Figure 1. Floorplan with the power grid (run 1).
Scale: 3 px per µm. Pins as bars on the die edge.
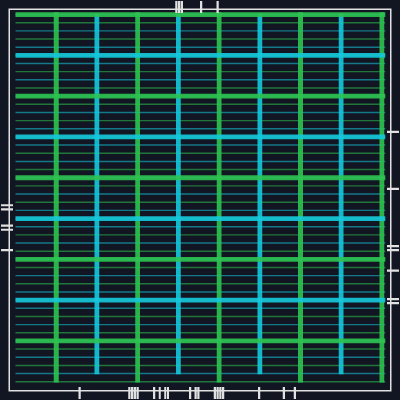
Figure 2. Placement by cell class (run 1).
Scale: 2 px per µm. Fill, decap, tap and diode cells in gray.
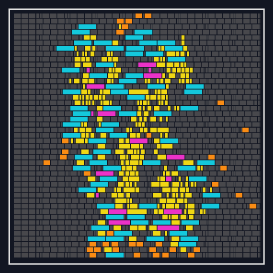
Figure 3. Clock wires, drivers and flops (run 1).
Scale: 4 px per µm.
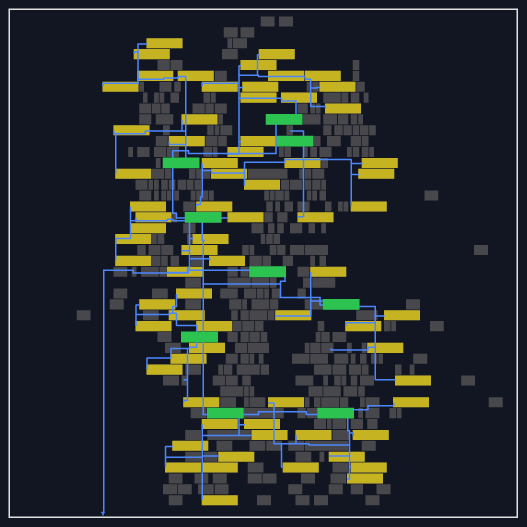
Figure 4. Wiring by layer (run 1).
Scale: 3 px per µm. Two of the layers only.
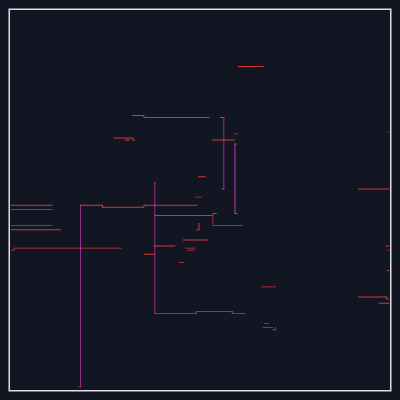
==> src/rtl/tm1637_pkg.sv <==
// TM1637 command constants, sequencer state encoding and the hex segment table.
// Latency: n/a (constants and types only).
// Backpressure: n/a.
package tm1637_pkg;

    localparam logic [7:0] CMD_DATA_AUTO = 8'h40;  // data write, auto-increment address
    localparam logic [7:0] CMD_ADDR0     = 8'hC0;  // set address 0
    localparam logic [7:0] CMD_DISP_ON   = 8'h88;  // display on, brightness in [2:0]
    localparam logic [7:0] CMD_DISP_OFF  = 8'h80;  // display off

    localparam logic [2:0] LAST_BYTE_IDX = 3'd6;

    typedef enum logic [2:0] {
        IDLE,
        LOAD,
        STROBE,
        ACK,
        WAIT_SS,
        GAP
    } state_t;

    // gfedcba segment patterns, entry [n] is hex digit n; bit7 (colon/dp) is clear.
    localparam logic [15:0][7:0] SEG_TABLE = {
        8'h71, 8'h79, 8'h5E, 8'h39, 8'h7C, 8'h77, 8'h6F, 8'h7F,
        8'h07, 8'h7D, 8'h6D, 8'h66, 8'h4F, 8'h5B, 8'h06, 8'h3F
    };

    // Bytes 0, 5 and 6 close a frame; the master must release ss after them.
    function automatic logic is_frame_end(input logic [2:0] idx);
        return (idx == 3'd0) || (idx == 3'd5) || (idx == LAST_BYTE_IDX);
    endfunction

endpackage

==> src/rtl/tm1637_sequencer_hex7seg.sv <==
// Hex nibble to TM1637 segment byte decoder.
// Latency: combinational.
// Backpressure: none.
// Ports: nibble - hex digit in; seg - gfedcba segment byte out (bit7 = 0).
module hex7seg
    import tm1637_pkg::*;
(
    input  logic [3:0] nibble,
    output logic [7:0] seg
);

    assign seg = SEG_TABLE[nibble];

endmodule

==> src/rtl/tm1637_sequencer.sv <==
// Builds the TM1637 write sequence (data cmd | addr + 4 segments | display ctrl) and feeds spi_master byte by byte.
// Latency: first spi_wr rise 2 cycles after the trigger cycle; one frame gap of GAP_CYCLES after each ss release.
// Backpressure: a byte is issued only when synchronised buffempty is high; requests while busy collapse into one pending refresh.
//
// Ports: clk/rst (async, active-high); digits/brightness/display_on/update from top level;
//        spi_data/spi_wr to the master, spi_buffempty/spi_ss back from it (double-flop synchronised);
//        busy while a sequence runs, seq_done one-cycle pulse at the end.
// Build option: define TM1637_COLON_EN to add the colon input, which sets bit7 of the digit-1 segment byte.
module tm1637_sequencer
    import tm1637_pkg::*;
#(
    parameter int REFRESH_CYCLES = 2_500_000,
    parameter int GAP_CYCLES     = 64
) (
    input  logic        clk,
    input  logic        rst,
    input  logic [15:0] digits,
    input  logic [2:0]  brightness,
    input  logic        display_on,
    input  logic        update,
`ifdef TM1637_COLON_EN
    input  logic        colon,
`endif
    output logic [7:0]  spi_data,
    output logic        spi_wr,
    input  logic        spi_buffempty,
    input  logic        spi_ss,
    output logic        busy,
    output logic        seq_done
);

    localparam int RW = (REFRESH_CYCLES > 1) ? $clog2(REFRESH_CYCLES) : 1;
    localparam int CW = $clog2(GAP_CYCLES + 2);

    // ---------------- handshake synchronisers ----------------
    logic be_meta, be_sync;
    logic ss_meta, ss_sync;

    always_ff @(posedge clk or posedge rst) begin
        if (rst) begin
            be_meta <= 1'b0;
            be_sync <= 1'b0;
            ss_meta <= 1'b0;
            ss_sync <= 1'b0;
        end else begin
            be_meta <= spi_buffempty;
            be_sync <= be_meta;
            ss_meta <= spi_ss;
            ss_sync <= ss_meta;
        end
    end

    // ---------------- refresh counter ----------------
    logic [RW-1:0] refresh_cnt;
    logic          refresh_expiry;

    assign refresh_expiry = (REFRESH_CYCLES != 0) && (refresh_cnt == RW'(REFRESH_CYCLES - 1));

    always_ff @(posedge clk or posedge rst) begin
        if (rst) begin
            refresh_cnt <= '0;
        end else if (refresh_expiry || (REFRESH_CYCLES == 0)) begin
            refresh_cnt <= '0;
        end else begin
            refresh_cnt <= refresh_cnt + 1'b1;
        end
    end

    // ---------------- sequencer state ----------------
    state_t        state;
    logic [2:0]    byte_idx;
    logic [CW-1:0] cnt;
    logic          pending;
    logic [15:0]   snap_digits;
    logic [2:0]    snap_bright;
    logic          snap_on;
`ifdef TM1637_COLON_EN
    logic          snap_colon;
`endif

    // Index of the byte about to be loaded: 0 when starting, otherwise the one after byte_idx.
    // spi_data is registered on entry to LOAD so it is stable a full cycle before spi_wr rises.
    logic [2:0] load_idx;
    logic [3:0] nibble;
    logic [7:0] seg_byte;
    logic [7:0] load_byte;

    assign load_idx = (state == IDLE) ? 3'd0 : byte_idx + 3'd1;

    always_comb begin
        nibble = snap_digits[15:12];
        case (load_idx)
            3'd2:    nibble = snap_digits[3:0];
            3'd3:    nibble = snap_digits[7:4];
            3'd4:    nibble = snap_digits[11:8];
            default: nibble = snap_digits[15:12];
        endcase
    end

    hex7seg u_hex7seg (
        .nibble (nibble),
        .seg    (seg_byte)
    );

    always_comb begin
        load_byte = seg_byte;
        case (load_idx)
            3'd0:    load_byte = CMD_DATA_AUTO;
            3'd1:    load_byte = CMD_ADDR0;
            3'd6:    load_byte = snap_on ? (CMD_DISP_ON | {5'b0, snap_bright}) : CMD_DISP_OFF;
            default: load_byte = seg_byte;
        endcase
`ifdef TM1637_COLON_EN
        if ((load_idx == 3'd3) && snap_colon) begin
            load_byte[7] = 1'b1;
        end
`endif
    end

    always_ff @(posedge clk or posedge rst) begin
        if (rst) begin
            state       <= IDLE;
            byte_idx    <= 3'd0;
            cnt         <= '0;
            pending     <= 1'b0;
            snap_digits <= 16'h0000;
            snap_bright <= 3'd0;
            snap_on     <= 1'b0;
`ifdef TM1637_COLON_EN
            snap_colon  <= 1'b0;
`endif
            spi_data    <= 8'h00;
            spi_wr      <= 1'b0;
            busy        <= 1'b0;
            seq_done    <= 1'b0;
        end else begin
            seq_done <= 1'b0;

            // Any number of requests during a sequence collapse into one follow-up.
            if ((state != IDLE) && (update || refresh_expiry)) begin
                pending <= 1'b1;
            end

            case (state)
                IDLE: begin
                    if (update || refresh_expiry || pending) begin
                        pending     <= 1'b0;
                        snap_digits <= digits;
                        snap_bright <= brightness;
                        snap_on     <= display_on;
`ifdef TM1637_COLON_EN
                        snap_colon  <= colon;
`endif
                        byte_idx    <= 3'd0;
                        spi_data    <= load_byte;
                        busy        <= 1'b1;
                        state       <= LOAD;
                    end
                end

                LOAD: begin
                    spi_wr <= 1'b1;
                    cnt    <= '0;
                    state  <= STROBE;
                end

                // spi_wr held high for two cycles.
                STROBE: begin
                    if (cnt == CW'(1)) begin
                        spi_wr <= 1'b0;
                        state  <= ACK;
                    end else begin
                        cnt <= cnt + 1'b1;
                    end
                end

                // First sample lands 3 cycles after the spi_wr rise, by which time the
                // synchroniser already carries the post-write (low) buffempty.
                ACK: begin
                    if (be_sync) begin
                        if (is_frame_end(byte_idx)) begin
                            state <= WAIT_SS;
                        end else begin
                            byte_idx <= load_idx;
                            spi_data <= load_byte;
                            state    <= LOAD;
                        end
                    end
                end

                WAIT_SS: begin
                    if (ss_sync) begin
                        cnt   <= '0;
                        state <= GAP;
                    end
                end

                GAP: begin
                    if (cnt == CW'(GAP_CYCLES - 1)) begin
                        if (byte_idx < LAST_BYTE_IDX) begin
                            byte_idx <= load_idx;
                            spi_data <= load_byte;
                            state    <= LOAD;
                        end else begin
                            seq_done <= 1'b1;
                            busy     <= 1'b0;
                            state    <= IDLE;
                        end
                    end else begin
                        cnt <= cnt + 1'b1;
                    end
                end

                default: state <= IDLE;
            endcase
        end
    end

endmodule

==> config.mk <==
export PLATFORM = sky130hd
export DESIGN_NAME = tm1637_sequencer
export DESIGN_NICKNAME = d
export VERILOG_FILES = /design/src/rtl/tm1637_pkg.sv /design/src/rtl/tm1637_sequencer_hex7seg.sv /design/src/rtl/tm1637_sequencer.sv
export SDC_FILE = /design/constraint.sdc
export NUM_CORES = 1
export LEC_CHECK = 0
export CORE_MARGIN = 1.5
export CORE_UTILIZATION = 25
export CTS_BUF_LIST = sky130_fd_sc_hd__clkbuf_16
export DETAILED_ROUTE_END_ITERATION = 8
export GPL_ROUTABILITY_DRIVEN = 0
export SLEW_MARGIN = 40
export SYNTH_ARGS = -nofsm -noshare
export SYNTH_HDL_FRONTEND = slang
export SYNTH_SLANG_ARGS = --single-unit
==> constraint.sdc <==
create_clock -name clk -period 6.1 [get_ports clk]
set_clock_uncertainty 0.05 [all_clocks]
set_input_delay 0.61 -clock clk [delete_from_list [all_inputs] [get_ports clk]]
set_output_delay 0.61 -clock clk [all_outputs]
set_load 0.01 [all_outputs]
==> results.tsv, run 1 <==
metric	value	unit
grt_pass1_vias	2899	
avgSynthCellArea	10.58	µm²
cp_data_required_time	6.27	ns
hold_viol_final	0	
relSlewSlack	54.99	%
grt-ovfl-total	0	
p_int	1.401	mW
ys_cells	361	
numPortBuffers	35	
wl	8008	µm
antenna_found_initial	0	
period_used_share	55.56	%
ff_type	dfrtp_1	
swShare	38.21	%
postLayoutCoreUtil	30.87	%
dr_wl_met3	325	µm
worstHoldStart	ss_meta	
die_x	126.6	µm
arrival	3.56	ns
place_ws	2.786	ns
cts.clk_slew.worst_paths	0.06	ns
drv_cap	0	
dieArea	16040	µm²
p_switching	866.3	µW
logic_family	simple AND/OR/NAND/NOR gates	
status	complete, no violations	
r2r-start	byte_idx[0]	
whs_endpoint	ss_sync	
syn_to_final_growth	21.91	%
crit_cells	11	
netlist_instances	361	
p_seq_share	31.0	%
cp_slowest_stage_delay	0.55	ns
dr_wl_met2	3848	µm
p_per_area	486.7	nW/µm²
fin_crit	3.389	ns
min_path_type	register to register	
slew_viol_final	0	
grt.busiest_layer	met2	
topRoutingLayerUsed	met4	
crit_path_end_kind	register	
ys_sh_adder	4.257	%
core_region_area	15090	µm²
syn-cell-area	3821	µm²
n_fill_cell	1522	
num-nets-final	432	
firstDrtPassIters	5	
diodes	0	
h-tree-depth	3	
use_met1	12.66	%
ys_seq_share	46.50	%
ys_seq_elements	71	
wl_met1	3684	µm
simple_gate_share	17.85	%
grt_pass1_wl	13700	µm
fmaxAchievable	295.0	MHz
fp-row-count	45	
fin_tns_setup	0	ns
die_height	126.6	µm
clkPwrFrac	24.1	%
crit_slowest_cell	dfrtp_1	
use_met2	17.94	%
drc_errors	0	
routedWlPerCell	13.64	µm
cts_num_sinks	71	
ys_sh_aoi	13.59	%
yosysWarnings	0	
clock_latency	0.33	ns
cp_top_family	AND-OR/OR-AND gates	
cts_tree	done	
rsz0062_at_grt	false	
post-dp-hpwl	5805	µm
setup_ws	2.711	ns
cts_resized	0	
crit_path_max_fanout	11	
drtIter0Drc	134	
cp_num_buf_inv	2	
numCtsBuffers	9	
edf_count	0	
critPathLaunch	byte_idx[0]	
grtUsageMet3	3.121	%
synthArstFlopShare	100.0	%
power_frac_comb	44.8	%
r2r_cells	11	
io_pins	36	
viasPerCell	4.727	
grtUsageTotal	10.69	%
fp_nets	399	
path_cells	inv_1 -> ha_1 -> nor2b_1 -> nand2_2 -> a2bb2oi_1 -> o32ai_2 -> inv_1 -> ha_1 -> o31ai_1 -> a21oi_1 -> o22a_1	
synthXorXnorAreaFrac	5.239	%
initial_core_util	25.32	%
grt_max_degree	72	
mux_share	9.070	%
ant_nets	0	
r2r_setup_slack	2.71	ns
ir_drop	0.1927	mV
tightest_slew	0.6751	ns
dr_total_vias	2775	
lay_top_cells	dfrtp_1, clkdlybuf4s50_1, nor2_1	
min_path_cells	0	
-- Figure 1 (at the start) --
| color | net |
|---|---|
| cyan | VDD |
| green | VSS |
met4 straps: 9
met1 rails: 46
met5 straps: 9
rows: 45
signal pins: 36

-- Figure 2 (at the start) --
| color | class | cells | share of their area |
|---|---|---|---|
| cyan | registers | 71 | 40% |
| yellow | remaining logic cells | 275 | 44% |
| magenta | clock drivers and dummy loads | 16 | 7.1% |
| orange | remaining buffers and delay cells | 37 | 8.3% |

-- Figure 3 (at the start) --
[green] clock-net drivers | count: 9
[blue] clock wires | length: 936 µm
[yellow] flip-flops | count: 71
routed clock nets: 10

-- Figure 4 (at the start) --
| color | layer | wire length |
|---|---|---|
| red | M3 | 325 µm |
| magenta | M4 | 151 µm |

[run 1: power by group through the flow]
stage               clock network, mW  registers [mW]  logic, mW
floorplan                           0           0.659      0.846
global placement                    0           0.713      0.974
detailed placement                  0           0.713       1.01
CTS                             0.561           0.704       1.02
global route                    0.580           0.724       1.13
finish                          0.547           0.704       1.02
[run 1: sequential cells by signal, indices dropped and copies added (netlist names), 3 cells and up]
name	flops
byte_idx	3
cnt	7
refresh_cnt	22
snap_bright	3
snap_digits	16
spi_data	8
state	3
[run 1: cell type report]
cell class,instances,area [µm²],share of cell area [%]
Clock buffer,9,225.2,4.835
Clock inverter,7,87.58,1.880
Inverter,12,45.04,0.9670
Multi-Input combinational cell,263,1919,41.20
Sequential cell,71,1777,38.14
Tap cell,188,235.2,5.050
Timing Repair Buffer,37,369.1,7.924
[run 1: through the flow]
stage | std cells | power [mW] | hold slack, ns | instance area (µm²)
6_report | 587 | 2.267 | 0.2959 | 4658
5_1_grt | 587 | 2.435 | 0.3133 | 4658
4_1_cts | 587 | 2.284 | 0.2996 | 4658
3_5_place_dp | 571 | 1.721 | 0.2865 | 4345
3_3_place_gp | 571 | 1.688 | 0.2859 | 4333
2_1_floorplan | 361 | 1.505 | 0.2812 | 3821
[run 1: cell usage after synthesis (all sizes together) (4+ instances only)]
library cell,number,area share (%)
dfrtp,71,46
nor2,31,3.2
nand2,30,3.1
o21ai,24,3.2
mux2,21,6.2
xnor2,15,3.4
nand3,14,1.8
ha,13,4.3
a21oi,12,1.9
buf,12,2.0
inv,12,1.2
mux2i,11,2.9
and3,10,1.6
nor3,10,1.9
xor2,7,1.8
nor2b,6,0.98
o31ai,6,1.3
or2,5,0.88
a2bb2oi,4,1.1
nand2b,4,0.65
Figure 5. Cell placement (run 1).
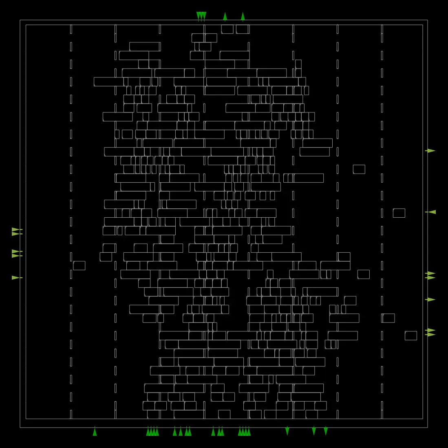

==> inputs of run 2 (changes only) <==
==> constraint.sdc (replaced) <==
create_clock -name clk -period 3.4 [get_ports clk]
set_clock_uncertainty 0.05 [all_clocks]
set_input_delay 0.34 -clock clk [delete_from_list [all_inputs] [get_ports clk]]
set_output_delay 0.34 -clock clk [all_outputs]
set_load 0.01 [all_outputs]
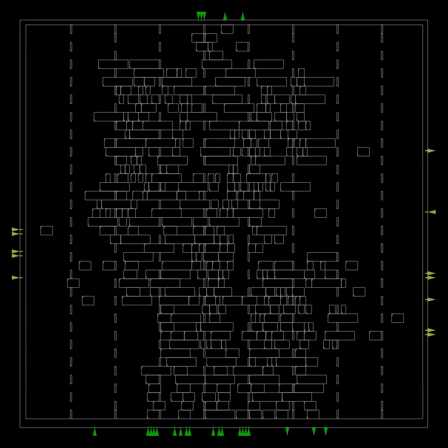
Figure 6: run 2, cell placement.
registers: 71
Core ar.: 15090 µm²

==> run 2 against run 1 <==
Compared with the run above: critical path depth did not move; non-clock buffer count grew 3; sequential power grew 75%; highest routed layer unchanged; critical path type unchanged; sequential share of layout area up 0.24 points; synthesized area is the same.
==> results.tsv, run 2 <==
metric	value	unit	change
ff_type	dfrtp_1		
edf_count	0		unchanged
avgSynthCellArea	10.58	µm²	unchanged
n_fill_cell	1529		+0.46%
fin_tns_setup	0	ns	unchanged
cts_num_sinks	71		unchanged
dieArea	16040	µm²	unchanged
die_height	126.6	µm	unchanged
hold_viol_final	0		unchanged
crit_path_max_fanout	8		-3
numPortBuffers	35		unchanged
cp_slowest_stage_delay	0.45	ns	-0.10 ns
ant_nets	0		unchanged
antenna_found_initial	0		unchanged
slew_viol_final	0		unchanged
tightest_slew	0.6869	ns	+0.01174 ns
ys_seq_share	46.50	%	unchanged
largestRegisters	refresh_cnt (22), snap_digits (16), spi_data (8)		
crit_path_end_kind	register		
cp_data_required_time	3.57	ns	-2.70 ns
cp_num_buf_inv	2		unchanged
ys_seq_elements	71		unchanged
grt-ovfl-total	0		unchanged
top_area_share	46.50	%	unchanged
yosys.cell_count.top_type	dfrtp_1		
crit_cells	11		unchanged
seqCellArea	1777	µm²	unchanged
h-tree-depth	3		unchanged
diodes	0		unchanged
synthArstFlopShare	100.0	%	unchanged
crit_slowest_cell	o32ai_2		
period_used_share	91.02	%	+35 points
dr_total_vias	2757		-0.65%
grt_max_degree	72		unchanged
fp-row-count	45		unchanged
num-nets-final	435		+0.69%
yosysWarnings	0		unchanged
logic_area	1917	µm²	-0.13%
wl	7883	µm	-1.6%
clock_latency	0.33	ns	about the same
yosysTopAreaCell	dfrtp_1		
viasPerCell	4.681		-0.99%
cts_tree	done		
lay_top_cells	dfrtp_1, clkdlybuf4s50_1, nor2_1		
common_cells	dfrtp_1, nor2_1, nand2_1, mux2_2, o21ai_0		
die_x	126.6	µm	unchanged
arrival	3.26	ns	-0.30 ns
grt_pass1_vias	2779		-4.1%
fmaxAchievable	323.1	MHz	+9.5%
syn-cell-area	3821	µm²	unchanged
netlist_instances	361		unchanged
drv_cap	0		unchanged
rsz0062_at_grt	false		
largest_register_ffs	22		unchanged
status	complete, no violations		
fin_crit	3.095	ns	-0.2948 ns
min_path_type	register to register		
grtUsageTotal	10.50	%	-0.19 points
hold_ws	0.2963	ns	+0.0003750 ns
cp_top_family	AND-OR/OR-AND gates		
drtIter0Drc	117		-13%
io_pins	36		unchanged
fp_nets	399		unchanged
numCtsBuffers	9		unchanged
top_register	refresh_cnt		
min_path_cells	0		unchanged
r2r_cells	11		unchanged
ir_drop	0.2908	mV	+51%
drc_errors	0		unchanged
area_leaders	dfrtp_1, mux2_2, ha_1, xnor2_1, mux2i_1		
path_cells	inv_1 -> ha_1 -> nor2b_1 -> nand2_2 -> a2bb2oi_1 -> o32ai_2 -> inv_1 -> ha_1 -> o31ai_1 -> a21oi_1 -> o22a_1		
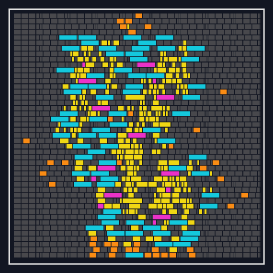
Figure 7: run 2, placement by cell class.
Scale: 2 px per µm. Fill, decap, tap and diode cells in gray.
| color | class | cells | share of their area |
|---|---|---|---|
| orange | remaining buffers and delay cells | 40 | 8.9% |
| yellow | remaining logic cells | 275 | 45% |
| cyan | registers | 71 | 40% |
| magenta | clock drivers and dummy loads | 15 | 6.0% |

[run 2: cells by family after synthesis]
group | share of synthesized area, %
AND/OR/NAND/NOR | 17.85
flip-flops | 46.50
AND-OR/OR-AND | 13.59
multiplexers | 9.070
buffers and inverters | 3.503
XOR/XNOR | 5.239
adder cells (fa/ha/maj) | 4.257
[run 2: layer usage]
metal  vias up  GRT usage, %  part of all wire (%)
li1       1356             -                     -
met1      1343         12.86                    46
met2        40         17.26                    48
met3        18         2.362                   3.2
met4         0         5.612                   2.4
met5         -             0                     0
[run 2: power by group]
part	switching, mW	leakage (nW)	internal [mW]
clock network	0.344	0.127	0.485
registers	0.170	0.893	1.06
logic	1.02	0.917	0.836
[run 2: final timing paths]
check / start / end / slack (ns)
worst max-delay path: byte_idx[1] / spi_data[1] / 0.31
worst min-delay path: ss_meta / ss_sync / 0.30
worst max register to register: byte_idx[1] / spi_data[1] / 0.31
worst min register to register: ss_meta / ss_sync / 0.30
max in group asynchronous: rst / snap_digits[4] / 2.41
min in group asynchronous: rst / ss_meta / 0.44
[run 2: layout make-up]
cell class,count,share of cell area [%]
Clock inverter,6,0.8378
Tap cell,188,5.081
Clock buffer,9,4.865
Timing Repair Buffer,40,8.459
Sequential cell,71,38.38
Inverter,12,0.9730
Multi-Input combinational cell,263,41.41
[run 2: through the flow]
stage / util [%] / instance area [µm²] / cells / setup WS, ns / power, mW
floorplan: - / 3821 / 361 / 0.5185 / 2.700
global placement: 28.86 / 4355 / 574 / 0.4911 / 3.049
detailed placement: 28.93 / 4365 / 574 / 0.3335 / 3.105
CTS: 30.68 / 4629 / 589 / 0.3285 / 3.952
global route: 30.68 / 4629 / 589 / 0.008474 / 4.211
finish: 30.68 / 4629 / 589 / 0.3054 / 3.914
Power figures rest on the tool's default switching activity, not on a simulated workload.
